**src/rtl/mem_bus_arbiter_if.sv**
```systemverilog
// Requester and memory-bus signal bundle for mem_bus_arbiter.
// slave  : the arbiter's view (serves IF/MEM requesters, drives the bus).
// master : the environment's view (requesters plus bus responder).
interface mem_bus_arbiter_if #(
  parameter int unsigned ADDR_WIDTH = 32,
  parameter int unsigned DATA_WIDTH = 32
);

  // Requester side
  logic                  global_flush;
  logic                  inst_req;
  logic [ADDR_WIDTH-1:0] inst_addr;
  logic [DATA_WIDTH-1:0] inst_data;
  logic                  inst_ready;
  logic                  inst_stall;
  logic                  data_enable;
  logic                  data_rw;
  logic [3:0]            data_sel;
  logic [ADDR_WIDTH-1:0] data_addr;
  logic [DATA_WIDTH-1:0] data_write;
  logic [DATA_WIDTH-1:0] data_read;
  logic                  data_ready;
  logic                  data_stall;
  logic                  bus_error;

  // Memory bus side
  logic                  bus_req;
  logic                  bus_rw;
  logic [3:0]            bus_sel;
  logic [ADDR_WIDTH-1:0] bus_addr;
  logic [DATA_WIDTH-1:0] bus_wdata;
  logic                  bus_ack;
  logic [DATA_WIDTH-1:0] bus_rdata;

  modport slave (
    input  global_flush, inst_req, inst_addr,
    input  data_enable, data_rw, data_sel, data_addr, data_write,
    input  bus_ack, bus_rdata,
    output inst_data, inst_ready, inst_stall,
    output data_read, data_ready, data_stall, bus_error,
    output bus_req, bus_rw, bus_sel, bus_addr, bus_wdata
  );

  modport master (
    output global_flush, inst_req, inst_addr,
    output data_enable, data_rw, data_sel, data_addr, data_write,
    output bus_ack, bus_rdata,
    input  inst_data, inst_ready, inst_stall,
    input  data_read, data_ready, data_stall, bus_error,
    input  bus_req, bus_rw, bus_sel, bus_addr, bus_wdata
  );

endinterface

```
**src/rtl/mem_bus_arbiter.sv**
```systemverilog
// Shares one req/ack memory bus between instruction fetch and MEM-stage data
// access. Round-robin on contention, per-transaction timeout, fetch squash on
// global_flush, one-cycle RESP slot after every completion.
module mem_bus_arbiter #(
  parameter int unsigned ADDR_WIDTH     = 32,
  parameter int unsigned DATA_WIDTH     = 32,
  parameter int unsigned TIMEOUT_CYCLES = 255
) (
  input  logic             clk,
  input  logic             rst_n,
  mem_bus_arbiter_if.slave bus_if
);

  localparam int unsigned CNT_W = 8;
  localparam logic [CNT_W-1:0] TIMEOUT_LAST = CNT_W'(TIMEOUT_CYCLES - 1);

  localparam logic GRANT_DATA = 1'b0;
  localparam logic GRANT_INST = 1'b1;

  typedef enum logic [1:0] {
    S_IDLE = 2'd0,
    S_DATA = 2'd1,
    S_INST = 2'd2,
    S_RESP = 2'd3
  } state_e;

  state_e                state_q, state_d;
  logic                  last_grant_q, last_grant_d;
  logic [CNT_W-1:0]      cnt_q, cnt_d;
  logic                  squash_q, squash_d;
  logic                  bus_req_q, bus_req_d;
  logic                  bus_rw_q, bus_rw_d;
  logic [3:0]            bus_sel_q, bus_sel_d;
  logic [ADDR_WIDTH-1:0] bus_addr_q, bus_addr_d;
  logic [DATA_WIDTH-1:0] bus_wdata_q, bus_wdata_d;
  logic [DATA_WIDTH-1:0] inst_data_q, inst_data_d;
  logic                  inst_ready_q, inst_ready_d;
  logic [DATA_WIDTH-1:0] data_read_q, data_read_d;
  logic                  data_ready_q, data_ready_d;
  logic                  bus_error_q, bus_error_d;

  logic data_cand_c, inst_cand_c;
  logic grant_data_c, grant_inst_c;
  logic ack_c, timeout_c, done_c, squash_now_c;

  // Grant decision: opposite of last_grant when both candidates are present
  assign data_cand_c  = bus_if.data_enable;
  assign inst_cand_c  = bus_if.inst_req & ~bus_if.global_flush;
  assign grant_data_c = (state_q == S_IDLE) & data_cand_c &
                        (~inst_cand_c | (last_grant_q == GRANT_INST));
  assign grant_inst_c = (state_q == S_IDLE) & inst_cand_c &
                        (~data_cand_c | (last_grant_q == GRANT_DATA));

  // Transaction end: ack only counts while a request is outstanding
  assign ack_c        = bus_if.bus_ack & bus_req_q;
  assign timeout_c    = bus_req_q & ~ack_c & (cnt_q == TIMEOUT_LAST);
  assign done_c       = ack_c | timeout_c;
  assign squash_now_c = squash_q | bus_if.global_flush;

  // State and datapath registers
  always_ff @(posedge clk or negedge rst_n) begin
    if (!rst_n) begin
      state_q      <= S_IDLE;
      last_grant_q <= GRANT_INST;
      cnt_q        <= '0;
      squash_q     <= 1'b0;
      bus_req_q    <= 1'b0;
      bus_rw_q     <= 1'b0;
      bus_sel_q    <= '0;
      bus_addr_q   <= '0;
      bus_wdata_q  <= '0;
      inst_data_q  <= '0;
      inst_ready_q <= 1'b0;
      data_read_q  <= '0;
      data_ready_q <= 1'b0;
      bus_error_q  <= 1'b0;
    end else begin
      state_q      <= state_d;
      last_grant_q <= last_grant_d;
      cnt_q        <= cnt_d;
      squash_q     <= squash_d;
      bus_req_q    <= bus_req_d;
      bus_rw_q     <= bus_rw_d;
      bus_sel_q    <= bus_sel_d;
      bus_addr_q   <= bus_addr_d;
      bus_wdata_q  <= bus_wdata_d;
      inst_data_q  <= inst_data_d;
      inst_ready_q <= inst_ready_d;
      data_read_q  <= data_read_d;
      data_ready_q <= data_ready_d;
      bus_error_q  <= bus_error_d;
    end
  end

  // Next-state logic
  always_comb begin
    state_d = state_q;
    case (state_q)
      S_IDLE: begin
        if (grant_data_c) begin
          state_d = S_DATA;
        end else if (grant_inst_c) begin
          state_d = S_INST;
        end
      end
      S_DATA, S_INST: begin
        if (done_c) begin
          state_d = S_RESP;
        end
      end
      S_RESP:  state_d = S_IDLE;
      default: state_d = S_IDLE;
    endcase
  end

  // Output and datapath next values
  always_comb begin
    last_grant_d = last_grant_q;
    cnt_d        = cnt_q;
    squash_d     = squash_q;
    bus_req_d    = bus_req_q;
    bus_rw_d     = bus_rw_q;
    bus_sel_d    = bus_sel_q;
    bus_addr_d   = bus_addr_q;
    bus_wdata_d  = bus_wdata_q;
    inst_data_d  = inst_data_q;
    inst_ready_d = 1'b0;
    data_read_d  = data_read_q;
    data_ready_d = 1'b0;
    bus_error_d  = 1'b0;
    case (state_q)
      S_IDLE: begin
        if (grant_data_c) begin
          bus_req_d    = 1'b1;
          bus_rw_d     = bus_if.data_rw;
          bus_sel_d    = bus_if.data_sel;
          bus_addr_d   = bus_if.data_addr;
          bus_wdata_d  = bus_if.data_rw ? bus_if.data_write : '0;
          last_grant_d = GRANT_DATA;
          cnt_d        = '0;
        end else if (grant_inst_c) begin
          bus_req_d    = 1'b1;
          bus_rw_d     = 1'b0;
          bus_sel_d    = 4'b1111;
          bus_addr_d   = bus_if.inst_addr;
          bus_wdata_d  = '0;
          last_grant_d = GRANT_INST;
          cnt_d        = '0;
        end
      end
      S_DATA: begin
        if (done_c) begin
          bus_req_d    = 1'b0;
          data_ready_d = 1'b1;
          bus_error_d  = timeout_c;
          if (!bus_rw_q) begin
            data_read_d = ack_c ? bus_if.bus_rdata : '0;
          end
        end else begin
          cnt_d = cnt_q + CNT_W'(1);
        end
      end
      S_INST: begin
        // A flushed fetch still finishes on the bus but never reaches IF
        squash_d = squash_now_c;
        if (done_c) begin
          bus_req_d = 1'b0;
          if (!squash_now_c) begin
            inst_ready_d = 1'b1;
            bus_error_d  = timeout_c;
            inst_data_d  = ack_c ? bus_if.bus_rdata : '0;
          end
        end else begin
          cnt_d = cnt_q + CNT_W'(1);
        end
      end
      S_RESP: begin
        squash_d = 1'b0;
      end
      default: ;
    endcase
  end

  // Stalls are combinational so the hazard unit sees them in the request cycle
  assign bus_if.inst_stall = bus_if.inst_req & ~inst_ready_q;
  assign bus_if.data_stall = bus_if.data_enable & ~data_ready_q;

  assign bus_if.inst_data  = inst_data_q;
  assign bus_if.inst_ready = inst_ready_q;
  assign bus_if.data_read  = data_read_q;
  assign bus_if.data_ready = data_ready_q;
  assign bus_if.bus_error  = bus_error_q;
  assign bus_if.bus_req    = bus_req_q;
  assign bus_if.bus_rw     = bus_rw_q;
  assign bus_if.bus_sel    = bus_sel_q;
  assign bus_if.bus_addr   = bus_addr_q;
  assign bus_if.bus_wdata  = bus_wdata_q;

endmodule

```
**src/flat_wrapper.sv**
```systemverilog
// flat-port wrapper written by rule: the top's interface ports become plain ports
module mem_bus_arbiter_flat 
#(
  parameter int unsigned ADDR_WIDTH     = 32,
  parameter int unsigned DATA_WIDTH     = 32,
  parameter int unsigned TIMEOUT_CYCLES = 255
)
  (clk, rst_n, bus_if_global_flush, bus_if_inst_req, bus_if_inst_addr, bus_if_data_enable, bus_if_data_rw, bus_if_data_sel, bus_if_data_addr, bus_if_data_write, bus_if_bus_ack, bus_if_bus_rdata, bus_if_inst_data, bus_if_inst_ready, bus_if_inst_stall, bus_if_data_read, bus_if_data_ready, bus_if_data_stall, bus_if_bus_error, bus_if_bus_req, bus_if_bus_rw, bus_if_bus_sel, bus_if_bus_addr, bus_if_bus_wdata);
  mem_bus_arbiter_if #(.ADDR_WIDTH(ADDR_WIDTH), .DATA_WIDTH(DATA_WIDTH)) bus_if_i ();
  input  logic clk;
  input  logic rst_n;
  input wire logic [$bits(bus_if_i.global_flush)-1:0] bus_if_global_flush;
  input wire logic [$bits(bus_if_i.inst_req)-1:0] bus_if_inst_req;
  input wire logic [$bits(bus_if_i.inst_addr)-1:0] bus_if_inst_addr;
  input wire logic [$bits(bus_if_i.data_enable)-1:0] bus_if_data_enable;
  input wire logic [$bits(bus_if_i.data_rw)-1:0] bus_if_data_rw;
  input wire logic [$bits(bus_if_i.data_sel)-1:0] bus_if_data_sel;
  input wire logic [$bits(bus_if_i.data_addr)-1:0] bus_if_data_addr;
  input wire logic [$bits(bus_if_i.data_write)-1:0] bus_if_data_write;
  input wire logic [$bits(bus_if_i.bus_ack)-1:0] bus_if_bus_ack;
  input wire logic [$bits(bus_if_i.bus_rdata)-1:0] bus_if_bus_rdata;
  output wire logic [$bits(bus_if_i.inst_data)-1:0] bus_if_inst_data;
  output wire logic [$bits(bus_if_i.inst_ready)-1:0] bus_if_inst_ready;
  output wire logic [$bits(bus_if_i.inst_stall)-1:0] bus_if_inst_stall;
  output wire logic [$bits(bus_if_i.data_read)-1:0] bus_if_data_read;
  output wire logic [$bits(bus_if_i.data_ready)-1:0] bus_if_data_ready;
  output wire logic [$bits(bus_if_i.data_stall)-1:0] bus_if_data_stall;
  output wire logic [$bits(bus_if_i.bus_error)-1:0] bus_if_bus_error;
  output wire logic [$bits(bus_if_i.bus_req)-1:0] bus_if_bus_req;
  output wire logic [$bits(bus_if_i.bus_rw)-1:0] bus_if_bus_rw;
  output wire logic [$bits(bus_if_i.bus_sel)-1:0] bus_if_bus_sel;
  output wire logic [$bits(bus_if_i.bus_addr)-1:0] bus_if_bus_addr;
  output wire logic [$bits(bus_if_i.bus_wdata)-1:0] bus_if_bus_wdata;
  assign bus_if_i.global_flush = bus_if_global_flush;
  assign bus_if_i.inst_req = bus_if_inst_req;
  assign bus_if_i.inst_addr = bus_if_inst_addr;
  assign bus_if_i.data_enable = bus_if_data_enable;
  assign bus_if_i.data_rw = bus_if_data_rw;
  assign bus_if_i.data_sel = bus_if_data_sel;
  assign bus_if_i.data_addr = bus_if_data_addr;
  assign bus_if_i.data_write = bus_if_data_write;
  assign bus_if_i.bus_ack = bus_if_bus_ack;
  assign bus_if_i.bus_rdata = bus_if_bus_rdata;
  assign bus_if_inst_data = bus_if_i.inst_data;
  assign bus_if_inst_ready = bus_if_i.inst_ready;
  assign bus_if_inst_stall = bus_if_i.inst_stall;
  assign bus_if_data_read = bus_if_i.data_read;
  assign bus_if_data_ready = bus_if_i.data_ready;
  assign bus_if_data_stall = bus_if_i.data_stall;
  assign bus_if_bus_error = bus_if_i.bus_error;
  assign bus_if_bus_req = bus_if_i.bus_req;
  assign bus_if_bus_rw = bus_if_i.bus_rw;
  assign bus_if_bus_sel = bus_if_i.bus_sel;
  assign bus_if_bus_addr = bus_if_i.bus_addr;
  assign bus_if_bus_wdata = bus_if_i.bus_wdata;
  mem_bus_arbiter #(.ADDR_WIDTH(ADDR_WIDTH), .DATA_WIDTH(DATA_WIDTH), .TIMEOUT_CYCLES(TIMEOUT_CYCLES)) u_core (.clk(clk), .rst_n(rst_n), .bus_if(bus_if_i));
endmodule
```
**config.mk**
```make
export PLATFORM = sky130hd
export DESIGN_NAME = mem_bus_arbiter_flat
export DESIGN_NICKNAME = d
export VERILOG_FILES = /design/src/rtl/mem_bus_arbiter_if.sv /design/src/rtl/mem_bus_arbiter.sv /design/src/flat_wrapper.sv
export SDC_FILE = /design/constraint.sdc
export NUM_CORES = 1
export LEC_CHECK = 0
export ABC_AREA = 1
export CAP_MARGIN = 20
export CORE_MARGIN = 2
export CORE_UTILIZATION = 46
export DETAILED_ROUTE_END_ITERATION = 6
export GPL_ROUTABILITY_DRIVEN = 0
export PLACE_DENSITY = 0.86
export REMOVE_ABC_BUFFERS = 1
export SLEW_MARGIN = 10
export SYNTH_ARGS = -nofsm -noshare
export SYNTH_HDL_FRONTEND = slang
export SYNTH_SLANG_ARGS = --single-unit
```
**constraint.sdc**
```tcl
create_clock -name clk -period 2.4 [get_ports clk]
set_input_delay 0.48 -clock clk [delete_from_list [all_inputs] [get_ports clk]]
set_output_delay 0.48 -clock clk [all_outputs]
set_load 0.005 [all_outputs]
```
Clock network drawn from the DEF:
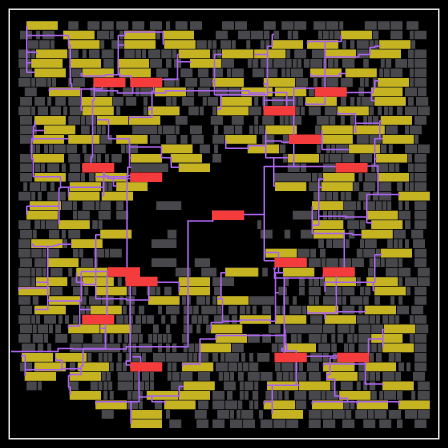
[red] clock drivers | count: 17
[purple] clock wires | length: 1,710 um
[yellow] flip-flops | count: 149
routed clock nets: 18

Selected gate families:
The bar under the picture is 20 um long.
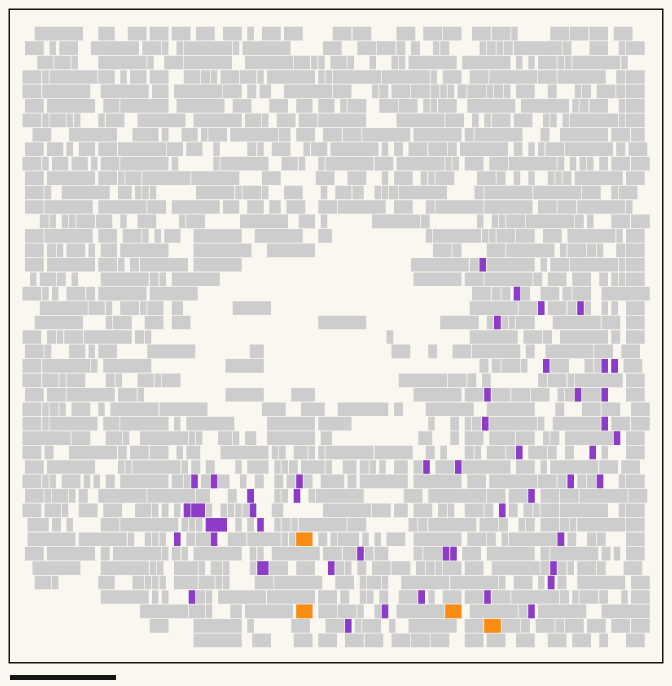
| colour | family | cells | most used |
|---|---|---|---|
| orange | AND-OR and OR-AND gates | 4 | o22a_1 |
| purple | NOR gates | 48 | nor2_1 |

==> metal layers <==
metal,global-route usage [%],vias up,wire [um]
met5,0,-,0
met4,14.2,0,768
met3,9.48,55,1880
met2,42.1,261,9400
met1,28.8,2850,7100
li1,-,2832,-
==> cell usage in the layout (no fill, tap or decap) <==
cell type / Yosys / routed
dfrtp_1: 148 / 148
clkinvlp_4: 0 / 3
and2_1: 1 / 1
o21bai_1: 1 / 1
nand3_4: 2 / 2
o21ai_0: 61 / 61
nor2_4: 1 / 1
a211oi_1: 1 / 1
o22a_1: 4 / 4
inv_2: 0 / 2
clkbuf_8: 0 / 2
buf_6: 12 / 1
xnor2_1: 1 / 1
nor3b_1: 1 / 1
clkbuf_1: 14 / 2
nand4_1: 1 / 1
ha_1: 7 / 7
clkdlybuf4s50_1: 0 / 276
o21ai_2: 45 / 45
clkinv_2: 0 / 2
buf_12: 0 / 6
a21oi_1: 3 / 3
diode_2: 0 / 2
clkbuf_16: 0 / 17
a21boi_2: 0 / 1
dfstp_2: 1 / 1
inv_1: 22 / 20
bufinv_16: 0 / 4
buf_4: 0 / 11
nand2_2: 11 / 11
nand2_4: 1 / 1
nand2_1: 233 / 233
nor2_1: 45 / 45
nor2_2: 1 / 1
nand3_1: 42 / 42
o21ai_1: 26 / 26
xor2_1: 1 / 1
==> power breakdown <==
group | internal (mW) | total [mW] | switching [mW]
logic | 0.208 | 0.306 | 0.0978
registers | 2.51 | 2.51 | 0
clock network | 1.78 | 2.77 | 0.988
total | 4.50 | 5.59 | 1.09
==> through the flow <==
stage               instance area, sq um  total power, mW  TNS (ns)  cells
CTS                                10000             5.62         0   1165
global placement                    9430             2.86         0   1135
global route                       10000             5.78         0   1167
detailed placement                  9430             2.86         0   1135
finish                             10000             5.59         0   1167
floorplan                           6230             2.56    -46.37    661
==> registers in the layout, summed over array words and instances (netlist names) <==
| signal | count |
|---|---|
| u_core.bus_if.bus_addr | 32 |
| u_core.bus_if.bus_error | 1 |
| u_core.bus_if.bus_req | 1 |
| u_core.bus_if.bus_rw | 1 |
| u_core.bus_if.bus_sel | 4 |
| u_core.bus_if.bus_wdata | 32 |
| u_core.bus_if.data_read | 32 |
| u_core.bus_if.data_ready | 1 |
| u_core.bus_if.inst_data | 32 |
| u_core.bus_if.inst_ready | 1 |
| u_core.cnt_q | 8 |
| u_core.last_grant_q | 1 |
| u_core.squash_q | 1 |
| u_core.state_q | 2 |
==> worst max-delay path, stage by stage <==
cell             delay [ns]
clkdlybuf4s50_1        0.47
inv_1                  0.08
nor2_1                 0.09
clkdlybuf4s50_1        0.51
==> final timing paths <==
path | from | endpoint | slack (ns) | cells after the start
setup / recovery | bus_if_data_enable | bus_if_data_stall | 0.29 | 4
hold / removal | rst_n | u_core.bus_if.data_read[30] | 0.01 | 1
setup reg to reg | u_core.state_q[0] | u_core.bus_if.bus_addr[9] | 0.52 | 7
hold reg to reg | u_core.bus_if.bus_wdata[20] | u_core.bus_if.bus_wdata[20] | 0.48 | 2
max in group asynchronous | rst_n | u_core.last_grant_q | 1.73 | 2
min in group clk | u_core.bus_if.bus_wdata[20] | u_core.bus_if.bus_wdata[20] | 0.48 | 2
==> flow_summary.ini <==
; generated from flow reports
[grt]
grt_max_degree = 67
antenna_found_initial = 2
grt_overflow = 0
grt_pass1_wl_um = 29500
track_usage_pct = 25.6

[finish]
layout.nonclk_buf_share_pct = 29.6
comb_share_pct = 24.1
num_antenna_cells = 2
finish.utilization_pct = 72.7
drive_gt1_share_pct = 11.3
regArea_sq_um = 3730
seq_cell_count = 149
final-clk-cell-share_pct = 6.10
num-nonclk-buffers = 294
largest_class = flip-flops and latches
nets = 1120
comb_area_sq_um = 2420
area_delta_synth_final_pct = 54.9
logic_gate_count = 490
seq_share_pct = 37.1
n_all_inverters = 22
clock_buffers = 21
fill_cells = 1008

[outcome]
outcome = complete, no violations

[timing]
slew_headroom_pct = 55.8
clock_skew_ns = 0.0128
fin_crit_sh_pct = 88.1
fmax_ghz = 0.473
maxSlewViolCount = 0
fin_crit_ns = 2.11
worst_slew_pin_slew_ns = 0.663
hold_viol_final = 0
hold-worst-slack_ns = 0.0146
setup_viol = 0
rsz0062_at_grt = false
fin_ws_ns = 0.286

[die]
die_area_sq_um = 15100
die_h_um = 123
tapCellCount = 180
die-width_um = 123
ios = 278
rows = 43
fp_util_pct = 46.9
core_sq_um = 13800

[logic_synthesis]
ys_area_sq_um = 6490
yosysUniqueCellTypes = 29
top_cell_area_share_pct = 57.1
xor_share_pct = 0.270
synthMuxAreaShare_pct = 0
yosys_cells = 703
area_leaders = dfrtp_1, nand2_1, o21ai_2
synth_area_sq_um = 6490
avgSynthCellArea_sq_um = 9.23
postSynthSeqShare_pct = 57.5
compound_area_share_pct = 13.9
postSynthCellCount = 703
ys.flops = 149
async_reset_ff_share_pct = 100
yosys-top-cells-count = nand2_1, dfrtp_1, o21ai_0
yosys_most_used_dff = dfrtp_1
logic_family = simple AND/OR/NAND/NOR gates
yosysWarnings = 0
yosysMostFrequentCell = nand2_1
edf_count = 0
yosys.area_share.simple_pct = 21.7
top_area_cell = dfrtp_1

[power]
irDropWorstVdd_mv = 0.462
power_density_nw_per_um2 = 556
leakage_nw = 4.47

[detailed_routing]
drt-wirelength-per-cell_um = 16.4
drtAntennaViolNets = 0
first_pass_iters = 4
vias = 5998
via_per_inst = 5.14
drc = 0
drt_iter0_drc = 401
routed_wl_um = 19100

[worst_setup_path]
critPathKind = in2out
cp.arrival_ns = 1.63
critPathMaxFanout = 3
crit_path_end_kind = output port
cp-start-kind = input port
cp.required_ns = 1.92

[job]
openroad.warnings = 30
maxCapViolCount = 0

[clock_tree]
insertion_delay_ns = 0.42
numCtsBuffers = 17
htreeDepth = 4
root_buffer = clkbuf_16
clk_pin_slew_ns = 0.05
cts_tree = built
ctsHoldBuffers = 0
cts_resized = 0
cts_sinks = 149
clock_path_buffers = 2
cts_setup_buffers = 0

[hold_path]
holdCritPathClass = in2async

[placed_design]
hpwl_um = 13800
io_buffers = 277
dp_slack_ns = 0.275
Power figures rest on the tool's default switching activity, not on a simulated workload.
